### src/rtl/rggen_axi4lite_request_slice_if.sv
// AXI4-Lite bundle shared by both sides of the request slice.
interface rggen_axi4lite_if #(
  parameter int unsigned ADDRESS_WIDTH = 8,
  parameter int unsigned BUS_WIDTH     = 32
);
  localparam int unsigned STRB_WIDTH = BUS_WIDTH / 8;

  logic                     awvalid;
  logic                     awready;
  logic [ADDRESS_WIDTH-1:0] awaddr;
  logic [2:0]               awprot;
  logic                     wvalid;
  logic                     wready;
  logic [BUS_WIDTH-1:0]     wdata;
  logic [STRB_WIDTH-1:0]    wstrb;
  logic                     bvalid;
  logic                     bready;
  logic [1:0]               bresp;
  logic                     arvalid;
  logic                     arready;
  logic [ADDRESS_WIDTH-1:0] araddr;
  logic [2:0]               arprot;
  logic                     rvalid;
  logic                     rready;
  logic [BUS_WIDTH-1:0]     rdata;
  logic [1:0]               rresp;

  modport master (
    output awvalid, awaddr, awprot,
    input  awready,
    output wvalid, wdata, wstrb,
    input  wready,
    input  bvalid, bresp,
    output bready,
    output arvalid, araddr, arprot,
    input  arready,
    input  rvalid, rdata, rresp,
    output rready
  );

  modport slave (
    input  awvalid, awaddr, awprot,
    output awready,
    input  wvalid, wdata, wstrb,
    output wready,
    output bvalid, bresp,
    input  bready,
    input  arvalid, araddr, arprot,
    output arready,
    output rvalid, rdata, rresp,
    input  rready
  );
endinterface

### src/rtl/rggen_axi4lite_request_slice.sv
// Registered AXI4-Lite slice: 2-entry skid buffer on AW, W and AR.
// Define RGGEN_AXI4LITE_RESPONSE_SLICE_EN to also slice B and R; otherwise they pass through.

// One 2-entry skid buffer; handshake outputs come straight from the state flops.
module rggen_axi4lite_request_slice_stage #(
  parameter int unsigned WIDTH = 1
)(
  input  logic             i_clk,
  input  logic             i_rst_n,
  input  logic             i_s_valid,
  output logic             o_s_ready,
  input  logic [WIDTH-1:0] i_s_payload,
  output logic             o_m_valid,
  input  logic             i_m_ready,
  output logic [WIDTH-1:0] o_m_payload
);
  // Encoding puts m_valid in bit 1 and s_ready in bit 0.
  typedef enum logic [1:0] {
    EMPTY = 2'b01,
    ONE   = 2'b11,
    FULL  = 2'b10
  } state_e;

  state_e           state_q;
  state_e           state_d;
  logic [WIDTH-1:0] main_q;
  logic [WIDTH-1:0] main_d;
  logic [WIDTH-1:0] skid_q;
  logic [WIDTH-1:0] skid_d;

  always_ff @(posedge i_clk) begin
    if (!i_rst_n) begin
      state_q <= EMPTY;
    end else begin
      state_q <= state_d;
    end
  end

  // Payload storage carries no reset; validity lives only in the state.
  always_ff @(posedge i_clk) begin
    main_q <= main_d;
    skid_q <= skid_d;
  end

  always_comb begin
    state_d = state_q;
    main_d  = main_q;
    skid_d  = skid_q;
    case (state_q)
      EMPTY: begin
        if (i_s_valid) begin
          main_d  = i_s_payload;
          state_d = ONE;
        end
      end
      ONE: begin
        if (i_s_valid && i_m_ready) begin
          main_d = i_s_payload;
        end else if (i_s_valid) begin
          skid_d  = i_s_payload;
          state_d = FULL;
        end else if (i_m_ready) begin
          state_d = EMPTY;
        end
      end
      FULL: begin
        if (i_m_ready) begin
          main_d  = skid_q;
          state_d = ONE;
        end
      end
      default: begin
        state_d = EMPTY;
      end
    endcase
  end

  assign o_s_ready   = state_q[0];
  assign o_m_valid   = state_q[1];
  assign o_m_payload = main_q;
endmodule

module rggen_axi4lite_request_slice #(
  parameter int unsigned ADDRESS_WIDTH = 8,
  parameter int unsigned BUS_WIDTH     = 32
)(
  input logic             i_clk,
  input logic             i_rst_n,
  rggen_axi4lite_if.slave  slave_if,
  rggen_axi4lite_if.master master_if
);
  localparam int unsigned STRB_WIDTH = BUS_WIDTH / 8;
  localparam int unsigned AX_WIDTH   = ADDRESS_WIDTH + 3;
  localparam int unsigned W_WIDTH    = BUS_WIDTH + STRB_WIDTH;

  logic [AX_WIDTH-1:0] aw_s_payload;
  logic [AX_WIDTH-1:0] aw_m_payload;
  logic [W_WIDTH-1:0]  w_s_payload;
  logic [W_WIDTH-1:0]  w_m_payload;
  logic [AX_WIDTH-1:0] ar_s_payload;
  logic [AX_WIDTH-1:0] ar_m_payload;

  assign aw_s_payload = {slave_if.awprot, slave_if.awaddr};
  assign w_s_payload  = {slave_if.wstrb, slave_if.wdata};
  assign ar_s_payload = {slave_if.arprot, slave_if.araddr};

  rggen_axi4lite_request_slice_stage #(.WIDTH(AX_WIDTH)) u_aw_slice (
    .i_clk       (i_clk),
    .i_rst_n     (i_rst_n),
    .i_s_valid   (slave_if.awvalid),
    .o_s_ready   (slave_if.awready),
    .i_s_payload (aw_s_payload),
    .o_m_valid   (master_if.awvalid),
    .i_m_ready   (master_if.awready),
    .o_m_payload (aw_m_payload)
  );

  rggen_axi4lite_request_slice_stage #(.WIDTH(W_WIDTH)) u_w_slice (
    .i_clk       (i_clk),
    .i_rst_n     (i_rst_n),
    .i_s_valid   (slave_if.wvalid),
    .o_s_ready   (slave_if.wready),
    .i_s_payload (w_s_payload),
    .o_m_valid   (master_if.wvalid),
    .i_m_ready   (master_if.wready),
    .o_m_payload (w_m_payload)
  );

  rggen_axi4lite_request_slice_stage #(.WIDTH(AX_WIDTH)) u_ar_slice (
    .i_clk       (i_clk),
    .i_rst_n     (i_rst_n),
    .i_s_valid   (slave_if.arvalid),
    .o_s_ready   (slave_if.arready),
    .i_s_payload (ar_s_payload),
    .o_m_valid   (master_if.arvalid),
    .i_m_ready   (master_if.arready),
    .o_m_payload (ar_m_payload)
  );

  assign master_if.awaddr = aw_m_payload[ADDRESS_WIDTH-1:0];
  assign master_if.awprot = aw_m_payload[AX_WIDTH-1:ADDRESS_WIDTH];
  assign master_if.wdata  = w_m_payload[BUS_WIDTH-1:0];
  assign master_if.wstrb  = w_m_payload[W_WIDTH-1:BUS_WIDTH];
  assign master_if.araddr = ar_m_payload[ADDRESS_WIDTH-1:0];
  assign master_if.arprot = ar_m_payload[AX_WIDTH-1:ADDRESS_WIDTH];

`ifdef RGGEN_AXI4LITE_RESPONSE_SLICE_EN
  localparam int unsigned R_WIDTH = BUS_WIDTH + 2;

  logic [R_WIDTH-1:0] r_s_payload;
  logic [R_WIDTH-1:0] r_m_payload;

  assign r_s_payload = {master_if.rresp, master_if.rdata};

  // Responses flow from the adapter back toward the upstream master.
  rggen_axi4lite_request_slice_stage #(.WIDTH(2)) u_b_slice (
    .i_clk       (i_clk),
    .i_rst_n     (i_rst_n),
    .i_s_valid   (master_if.bvalid),
    .o_s_ready   (master_if.bready),
    .i_s_payload (master_if.bresp),
    .o_m_valid   (slave_if.bvalid),
    .i_m_ready   (slave_if.bready),
    .o_m_payload (slave_if.bresp)
  );

  rggen_axi4lite_request_slice_stage #(.WIDTH(R_WIDTH)) u_r_slice (
    .i_clk       (i_clk),
    .i_rst_n     (i_rst_n),
    .i_s_valid   (master_if.rvalid),
    .o_s_ready   (master_if.rready),
    .i_s_payload (r_s_payload),
    .o_m_valid   (slave_if.rvalid),
    .i_m_ready   (slave_if.rready),
    .o_m_payload (r_m_payload)
  );

  assign slave_if.rdata = r_m_payload[BUS_WIDTH-1:0];
  assign slave_if.rresp = r_m_payload[R_WIDTH-1:BUS_WIDTH];
`else
  assign slave_if.bvalid  = master_if.bvalid;
  assign slave_if.bresp   = master_if.bresp;
  assign master_if.bready = slave_if.bready;
  assign slave_if.rvalid  = master_if.rvalid;
  assign slave_if.rdata   = master_if.rdata;
  assign slave_if.rresp   = master_if.rresp;
  assign master_if.rready = slave_if.rready;
`endif
endmodule

### src/flat_wrapper.sv
// flat-port wrapper written by rule: the top's interface ports become plain ports
module rggen_axi4lite_request_slice_flat 
#(
  parameter int unsigned ADDRESS_WIDTH = 8,
  parameter int unsigned BUS_WIDTH     = 32
)
  (i_clk, i_rst_n, slave_if_awvalid, slave_if_awaddr, slave_if_awprot, slave_if_awready, slave_if_wvalid, slave_if_wdata, slave_if_wstrb, slave_if_wready, slave_if_bvalid, slave_if_bresp, slave_if_bready, slave_if_arvalid, slave_if_araddr, slave_if_arprot, slave_if_arready, slave_if_rvalid, slave_if_rdata, slave_if_rresp, slave_if_rready, master_if_awvalid, master_if_awaddr, master_if_awprot, master_if_awready, master_if_wvalid, master_if_wdata, master_if_wstrb, master_if_wready, master_if_bvalid, master_if_bresp, master_if_bready, master_if_arvalid, master_if_araddr, master_if_arprot, master_if_arready, master_if_rvalid, master_if_rdata, master_if_rresp, master_if_rready);
  rggen_axi4lite_if #(.ADDRESS_WIDTH(ADDRESS_WIDTH), .BUS_WIDTH(BUS_WIDTH)) slave_if_i ();
  rggen_axi4lite_if #(.ADDRESS_WIDTH(ADDRESS_WIDTH), .BUS_WIDTH(BUS_WIDTH)) master_if_i ();
  input logic i_clk;
  input logic i_rst_n;
  input wire logic [$bits(slave_if_i.awvalid)-1:0] slave_if_awvalid;
  input wire logic [$bits(slave_if_i.awaddr)-1:0] slave_if_awaddr;
  input wire logic [$bits(slave_if_i.awprot)-1:0] slave_if_awprot;
  output wire logic [$bits(slave_if_i.awready)-1:0] slave_if_awready;
  input wire logic [$bits(slave_if_i.wvalid)-1:0] slave_if_wvalid;
  input wire logic [$bits(slave_if_i.wdata)-1:0] slave_if_wdata;
  input wire logic [$bits(slave_if_i.wstrb)-1:0] slave_if_wstrb;
  output wire logic [$bits(slave_if_i.wready)-1:0] slave_if_wready;
  output wire logic [$bits(slave_if_i.bvalid)-1:0] slave_if_bvalid;
  output wire logic [$bits(slave_if_i.bresp)-1:0] slave_if_bresp;
  input wire logic [$bits(slave_if_i.bready)-1:0] slave_if_bready;
  input wire logic [$bits(slave_if_i.arvalid)-1:0] slave_if_arvalid;
  input wire logic [$bits(slave_if_i.araddr)-1:0] slave_if_araddr;
  input wire logic [$bits(slave_if_i.arprot)-1:0] slave_if_arprot;
  output wire logic [$bits(slave_if_i.arready)-1:0] slave_if_arready;
  output wire logic [$bits(slave_if_i.rvalid)-1:0] slave_if_rvalid;
  output wire logic [$bits(slave_if_i.rdata)-1:0] slave_if_rdata;
  output wire logic [$bits(slave_if_i.rresp)-1:0] slave_if_rresp;
  input wire logic [$bits(slave_if_i.rready)-1:0] slave_if_rready;
  output wire logic [$bits(master_if_i.awvalid)-1:0] master_if_awvalid;
  output wire logic [$bits(master_if_i.awaddr)-1:0] master_if_awaddr;
  output wire logic [$bits(master_if_i.awprot)-1:0] master_if_awprot;
  input wire logic [$bits(master_if_i.awready)-1:0] master_if_awready;
  output wire logic [$bits(master_if_i.wvalid)-1:0] master_if_wvalid;
  output wire logic [$bits(master_if_i.wdata)-1:0] master_if_wdata;
  output wire logic [$bits(master_if_i.wstrb)-1:0] master_if_wstrb;
  input wire logic [$bits(master_if_i.wready)-1:0] master_if_wready;
  input wire logic [$bits(master_if_i.bvalid)-1:0] master_if_bvalid;
  input wire logic [$bits(master_if_i.bresp)-1:0] master_if_bresp;
  output wire logic [$bits(master_if_i.bready)-1:0] master_if_bready;
  output wire logic [$bits(master_if_i.arvalid)-1:0] master_if_arvalid;
  output wire logic [$bits(master_if_i.araddr)-1:0] master_if_araddr;
  output wire logic [$bits(master_if_i.arprot)-1:0] master_if_arprot;
  input wire logic [$bits(master_if_i.arready)-1:0] master_if_arready;
  input wire logic [$bits(master_if_i.rvalid)-1:0] master_if_rvalid;
  input wire logic [$bits(master_if_i.rdata)-1:0] master_if_rdata;
  input wire logic [$bits(master_if_i.rresp)-1:0] master_if_rresp;
  output wire logic [$bits(master_if_i.rready)-1:0] master_if_rready;
  assign slave_if_i.awvalid = slave_if_awvalid;
  assign slave_if_i.awaddr = slave_if_awaddr;
  assign slave_if_i.awprot = slave_if_awprot;
  assign slave_if_awready = slave_if_i.awready;
  assign slave_if_i.wvalid = slave_if_wvalid;
  assign slave_if_i.wdata = slave_if_wdata;
  assign slave_if_i.wstrb = slave_if_wstrb;
  assign slave_if_wready = slave_if_i.wready;
  assign slave_if_bvalid = slave_if_i.bvalid;
  assign slave_if_bresp = slave_if_i.bresp;
  assign slave_if_i.bready = slave_if_bready;
  assign slave_if_i.arvalid = slave_if_arvalid;
  assign slave_if_i.araddr = slave_if_araddr;
  assign slave_if_i.arprot = slave_if_arprot;
  assign slave_if_arready = slave_if_i.arready;
  assign slave_if_rvalid = slave_if_i.rvalid;
  assign slave_if_rdata = slave_if_i.rdata;
  assign slave_if_rresp = slave_if_i.rresp;
  assign slave_if_i.rready = slave_if_rready;
  assign master_if_awvalid = master_if_i.awvalid;
  assign master_if_awaddr = master_if_i.awaddr;
  assign master_if_awprot = master_if_i.awprot;
  assign master_if_i.awready = master_if_awready;
  assign master_if_wvalid = master_if_i.wvalid;
  assign master_if_wdata = master_if_i.wdata;
  assign master_if_wstrb = master_if_i.wstrb;
  assign master_if_i.wready = master_if_wready;
  assign master_if_i.bvalid = master_if_bvalid;
  assign master_if_i.bresp = master_if_bresp;
  assign master_if_bready = master_if_i.bready;
  assign master_if_arvalid = master_if_i.arvalid;
  assign master_if_araddr = master_if_i.araddr;
  assign master_if_arprot = master_if_i.arprot;
  assign master_if_i.arready = master_if_arready;
  assign master_if_i.rvalid = master_if_rvalid;
  assign master_if_i.rdata = master_if_rdata;
  assign master_if_i.rresp = master_if_rresp;
  assign master_if_rready = master_if_i.rready;
  rggen_axi4lite_request_slice #(.ADDRESS_WIDTH(ADDRESS_WIDTH), .BUS_WIDTH(BUS_WIDTH)) u_core (.i_clk(i_clk), .i_rst_n(i_rst_n), .slave_if(slave_if_i), .master_if(master_if_i));
endmodule
### config.mk
export PLATFORM = sky130hd
export DESIGN_NAME = rggen_axi4lite_request_slice_flat
export DESIGN_NICKNAME = d
export VERILOG_FILES = /design/src/rtl/rggen_axi4lite_request_slice_if.sv /design/src/rtl/rggen_axi4lite_request_slice.sv /design/src/flat_wrapper.sv
export SDC_FILE = /design/constraint.sdc
export NUM_CORES = 1
export LEC_CHECK = 0
export CORE_MARGIN = 3
export CORE_UTILIZATION = 25
export CTS_CLUSTER_DIAMETER = 50
export DETAILED_ROUTE_END_ITERATION = 7
export DONT_BUFFER_PORTS = 1
export SLEW_MARGIN = 20
export SYNTH_ARGS = -nofsm -noshare
export SYNTH_HDL_FRONTEND = slang
export SYNTH_SLANG_ARGS = --single-unit
### constraint.sdc
create_clock -name i_clk -period 4.21 [get_ports i_clk]
set_input_delay 0.842 -clock i_clk [delete_from_list [all_inputs] [get_ports i_clk]]
set_output_delay 0.842 -clock i_clk [all_outputs]
set_load 0.01 [all_outputs]
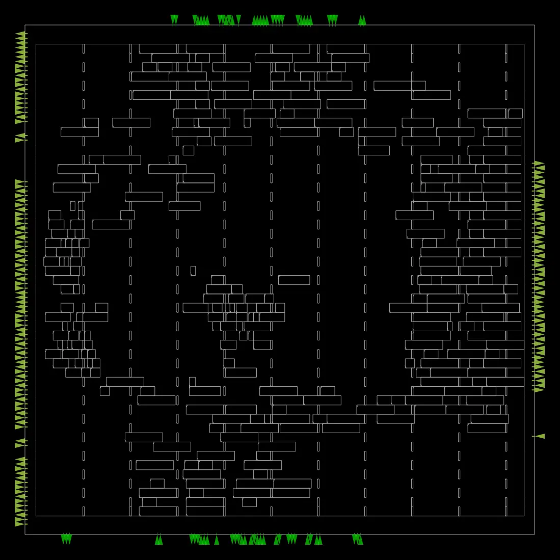
**Above:** cell outlines without signal wires.
register fraction of the total cell area: 0.619
Post-Route Utilization: 0.293
number of core rows: 51

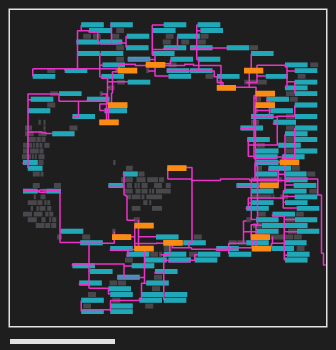
**Above:** clock wires, drivers and flops.
Scale bar: 50 µm.
flip-flops: shown in cyan, count 122. clock-net drivers: shown in orange, count 17. clock wires: shown in magenta, length 1800 µm.
Position of the flops: all over the die. There are 18 routed clock nets.

==> results.txt <==
The run has ended; figures from its reports follow.

For this design, Yosys synthesis ends with a cell count of 299. The nature of the critical path endpoint is a flip-flop. The cell resize tally after clock tree synthesis is 0. The pin count of the biggest net entering global routing is 38. The main area contributors are sky130_fd_sc_hd__edfxtp_1 (67%), sky130_fd_sc_hd__mux2_2 (13%), sky130_fd_sc_hd__buf_4 (5.8%). The data required time at the worst endpoint is 4.25 ns. The post-synth design cell area came out at approximately 5200 µm².

In this run the worst setup path begins at u_core.u_ar_slice.state_q[0]. The worst endpoint data arrival time came out at 2.57 ns. The period utilization is 0.601. Setup slack on the worst reg-to-reg path comes out at 1.68 ns. The leakage power total came out at 1.94 nW. In the synthesized netlist, the dominant kind of combinational cell is multiplexers. The element type at the critical path start is a flip-flop. The post-CTS setup buffer count is 0. The cell-mix breakdown from Yosys lists the simple-gate area share as 0.0198.

Across the whole layout, storage elements account for 3600 µm². Counting I/O delays and the setup requirement, the final critical path takes 2.53 ns. The internal power summed over all cells is 2.97 mW. Yosys reports the multiplexer fraction of the synthesized area as 0.130. Nets still carrying antenna violations after routing amount to 0. The endpoint of the lowest-slack register-to-register path is u_core.u_ar_slice.o_m_payload[7]. From synthesis to final layout, the design area changed by 12.7%. In this run the vertical extent of the chip is between 100 and 150 µm.

The accumulated negative setup slack came out at 0 ns. The number of antenna violations at the first check in global routing is 0. Measured in cells, the most critical reg-to-reg path has a length of 5. The library cells used most frequently in the layout, excluding fill and tap cells, are sky130_fd_sc_hd__edfxtp_1 (116), sky130_fd_sc_hd__mux2_2 (58), sky130_fd_sc_hd__clkbuf_16 (17), sky130_fd_sc_hd__ha_1 (14), sky130_fd_sc_hd__inv_1 (11). The total of warnings raised by yosys came out at 0. The xor/xnor cell area share of the yosys netlist is 0.00169. The number of antenna repair diodes is 0.

The clock transition at the registers of the reported paths came out at around 0.060 ns. The root buffer selected by CTS is sky130_fd_sc_hd__clkbuf_16. The largest total area in the synthesized netlist belongs to sky130_fd_sc_hd__edfxtp_1. The later pin in the worst-skew pair is clocked with a latency of 0.42 ns. Of the total power, combinational logic draws 0.152.

Hold analysis lists the worst path endpoint as u_core.u_ar_slice.skid_q[10]. The number of H-tree levels came out at 4. The number of storage elements in the synthesis netlist came out at 122. The number of DRC violations after detailed-routing iteration 0 came out at roughly 60. In this run the most critical hold path is launched from slave_if_arprot[2]. The complex-gate fraction of the synthesized area came out at 0.0416. The setup clock skew after layout came out at 0.0110 ns. Setup repair after global routing left no endpoint under its margin. The clock sink count came out at 122. The DRC violations left came out at 0. The floorplan report gives the top-level pin count as ~210. The stage logs contain a warning count of 38. The share of synthesized area in the top cell type comes to 0.674. The start-to-end type of the worst setup path is reg -> reg. The die area came out at 22400 µm². Averaged over all synthesized cells, the footprint is 17.3 µm².

The net switching share of the total power came out at 0.297. The number of nets in the finished design is 397. The report counts max-capacitance violations totalling 0. The count of mapped cells out of synthesis came out at 299. The total of buffers placed on input and output ports is 0. In the final report, the number of pins over their slew limit comes to 0. The top cell type in the final layout, fill and taps aside, is sky130_fd_sc_hd__edfxtp_1. Per the finish-stage timing summary, setup violations number 0. The total area inside the core boundary comes to 19900 µm². The number of instances on the worst hold path is 0. The die outline width came out at 150 µm. The post-route worst setup slack is 1.68 ns. The detailed-route vias per instance is 4.30. Yosys reports a chip area of approximately 5200 µm². Fill cells in the final layout number 1992. The flow ran to the end, and the final reports show no timing, DRC or antenna violations. The total global routing overflow is 0. The largest voltage drop on the vdd net is 0.000282 V.

The maximum clock frequency came out at 395 MHz. The analysis attributes to net switching a power of 1.25 mW. The total chip power came out at 4.23 mW. The effective utilization at floorplan is 0.260. The worst-path maximum fanout is 12. Yosys instantiated no cell more often than sky130_fd_sc_hd__edfxtp_1. The type recorded for the worst min-delay path is in -> reg. The fraction of layout instances using a drive strength above 1 is 0.353. The sequential area share after synthesis came out at 0.697. In the synthesized netlist, the cells that appear most often are sky130_fd_sc_hd__edfxtp_1 (116), sky130_fd_sc_hd__mux2_2 (58), sky130_fd_sc_hd__buf_4 (40), sky130_fd_sc_hd__ha_1 (15), sky130_fd_sc_hd__inv_1 (11). The first TritonRoute pass finished after 4 iterations.

The via count of the first global-routing pass came to 2596. The clock group share of total power is 0.342. The pin closest to its max-slew limit shows a slew of around 0.72 ns. The final estimated routing congestion in global placement is between 0.6 and 0.7. The total routing usage reported by global routing came out at 0.0928. The first global-routing pass estimated about 15 mm of wire.

Wires add up to roughly 10 mm. The synthesis report gives the async set-or-reset register share as 0. The number of placed cells counting well taps is 521.

The most critical setup path has its endpoint at u_core.u_ar_slice.o_m_payload[7]. The arithmetic-cell share of the synthesized area counting full adders, half adders and majority gates is 0.0363. The half-perimeter wire length after detailed placement is ~7.2 mm. The maximum clock path buffer count is 2. The number of unique standard cell types used by synthesis is 34. The logic area is 1210 µm². Per the detail_route report, the via count comes to about 2400. The number of cells in the finished layout apart from fillers came out at between 500 and 600. The wire length per cell after detailed routing is 18.9 µm. The clock tree from TritonCTS is yes. Across all checked pins, the minimum headroom to the slew limit is 0.518. In this run the power density over the cells is around 730 nW/µm².

The sequential share of power is 0.507. The number of CTS-inserted buffers is 17. The number of nets produced by synthesis is 420. Buffers inserted to repair hold after CTS numbered 0. The final-report hold violation count is 0.

The most used flip-flop cell after synthesis is sky130_fd_sc_hd__edfxtp_1. The worst slack after detailed placement is 1.33 ns. The number of synthesized flops with an enable pin is 116. For the worst reg-to-reg path, the startpoint reported by OpenROAD is u_core.u_ar_slice.state_q[0].
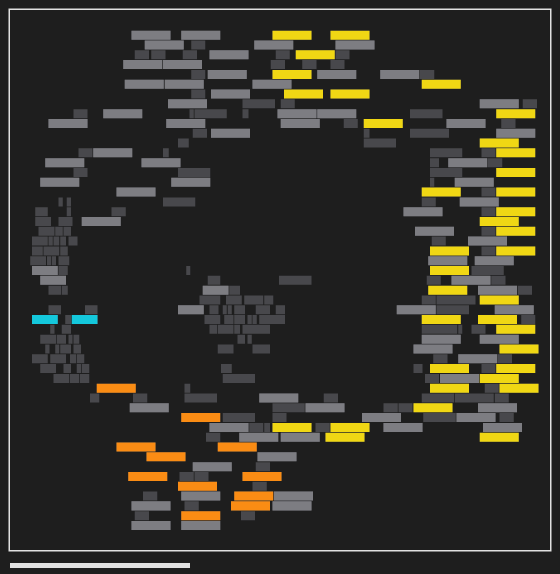
**Above:** register map, names as in the netlist.
Scale bar: 50 µm.
u_core.u_w_slice.o_m_payload: shown in yellow, sequential cells 36. u_core.u_aw_slice.skid_q: shown in orange, sequential cells 11. u_core.u_aw_slice.state_q: shown in cyan, sequential cells 2.
Another 73 sequential cells are not coloured.

==> layer usage <==
metal  part of all wire  GRT usage  up-vias
met2               0.49      0.153      119
met3               0.12     0.0594       42
met1               0.36     0.0909     1171
li1                   -          -     1048
met4              0.026     0.0453        0
met5                  0          0        -
==> cell type report <==
class,instances,share of cell area
inverters,11,0.00709
clock buffers,18,0.0737
well taps,265,0.0569
clock inverters,14,0.0266
repair buffers,4,0.00859
flip-flops and latches,122,0.619
multi-input cells,120,0.208
==> sequential cells by signal, indices dropped and copies added (netlist names) <==
name and count:
u_core.u_w_slice.o_m_payload 36, u_core.u_w_slice.skid_q 36, u_core.u_ar_slice.o_m_payload 11, u_core.u_ar_slice.skid_q 11
u_core.u_aw_slice.o_m_payload 11, u_core.u_aw_slice.skid_q 11, u_core.u_ar_slice.state_q 2, u_core.u_aw_slice.state_q 2
u_core.u_w_slice.state_q 2
==> worst max-delay path, cell delays in order, from the launching register on <==
cell,delay [ns]
sky130_fd_sc_hd__dfxtp_1,0.47
sky130_fd_sc_hd__inv_1,0.11
sky130_fd_sc_hd__ha_1,0.39
sky130_fd_sc_hd__nor2b_1,0.23
sky130_fd_sc_hd__a211oi_1,0.31
sky130_fd_sc_hd__a21boi_2,0.63
==> through the flow <==
step / utilization / instance area [µm²] / hold WS [ns]
finish: 0.293 / 5820 / 0.513
global route: 0.293 / 5820 / 0.490
CTS: 0.291 / 5790 / 0.495
detailed placement: 0.262 / 5210 / 0.530
global placement: 0.262 / 5210 / 0.526
floorplan: - / 5170 / 0.523
==> power groups by stage <==
stage	combinational [mW]	clock, mW	sequential [mW]
after floorplan	0.502	0	2.10
after global placement	0.607	0	2.17
after detailed placement	0.646	0	2.19
after CTS	0.648	1.49	2.16
after global routing	0.721	1.54	2.19
final	0.641	1.44	2.14
Power and IR drop assume default switching activity.
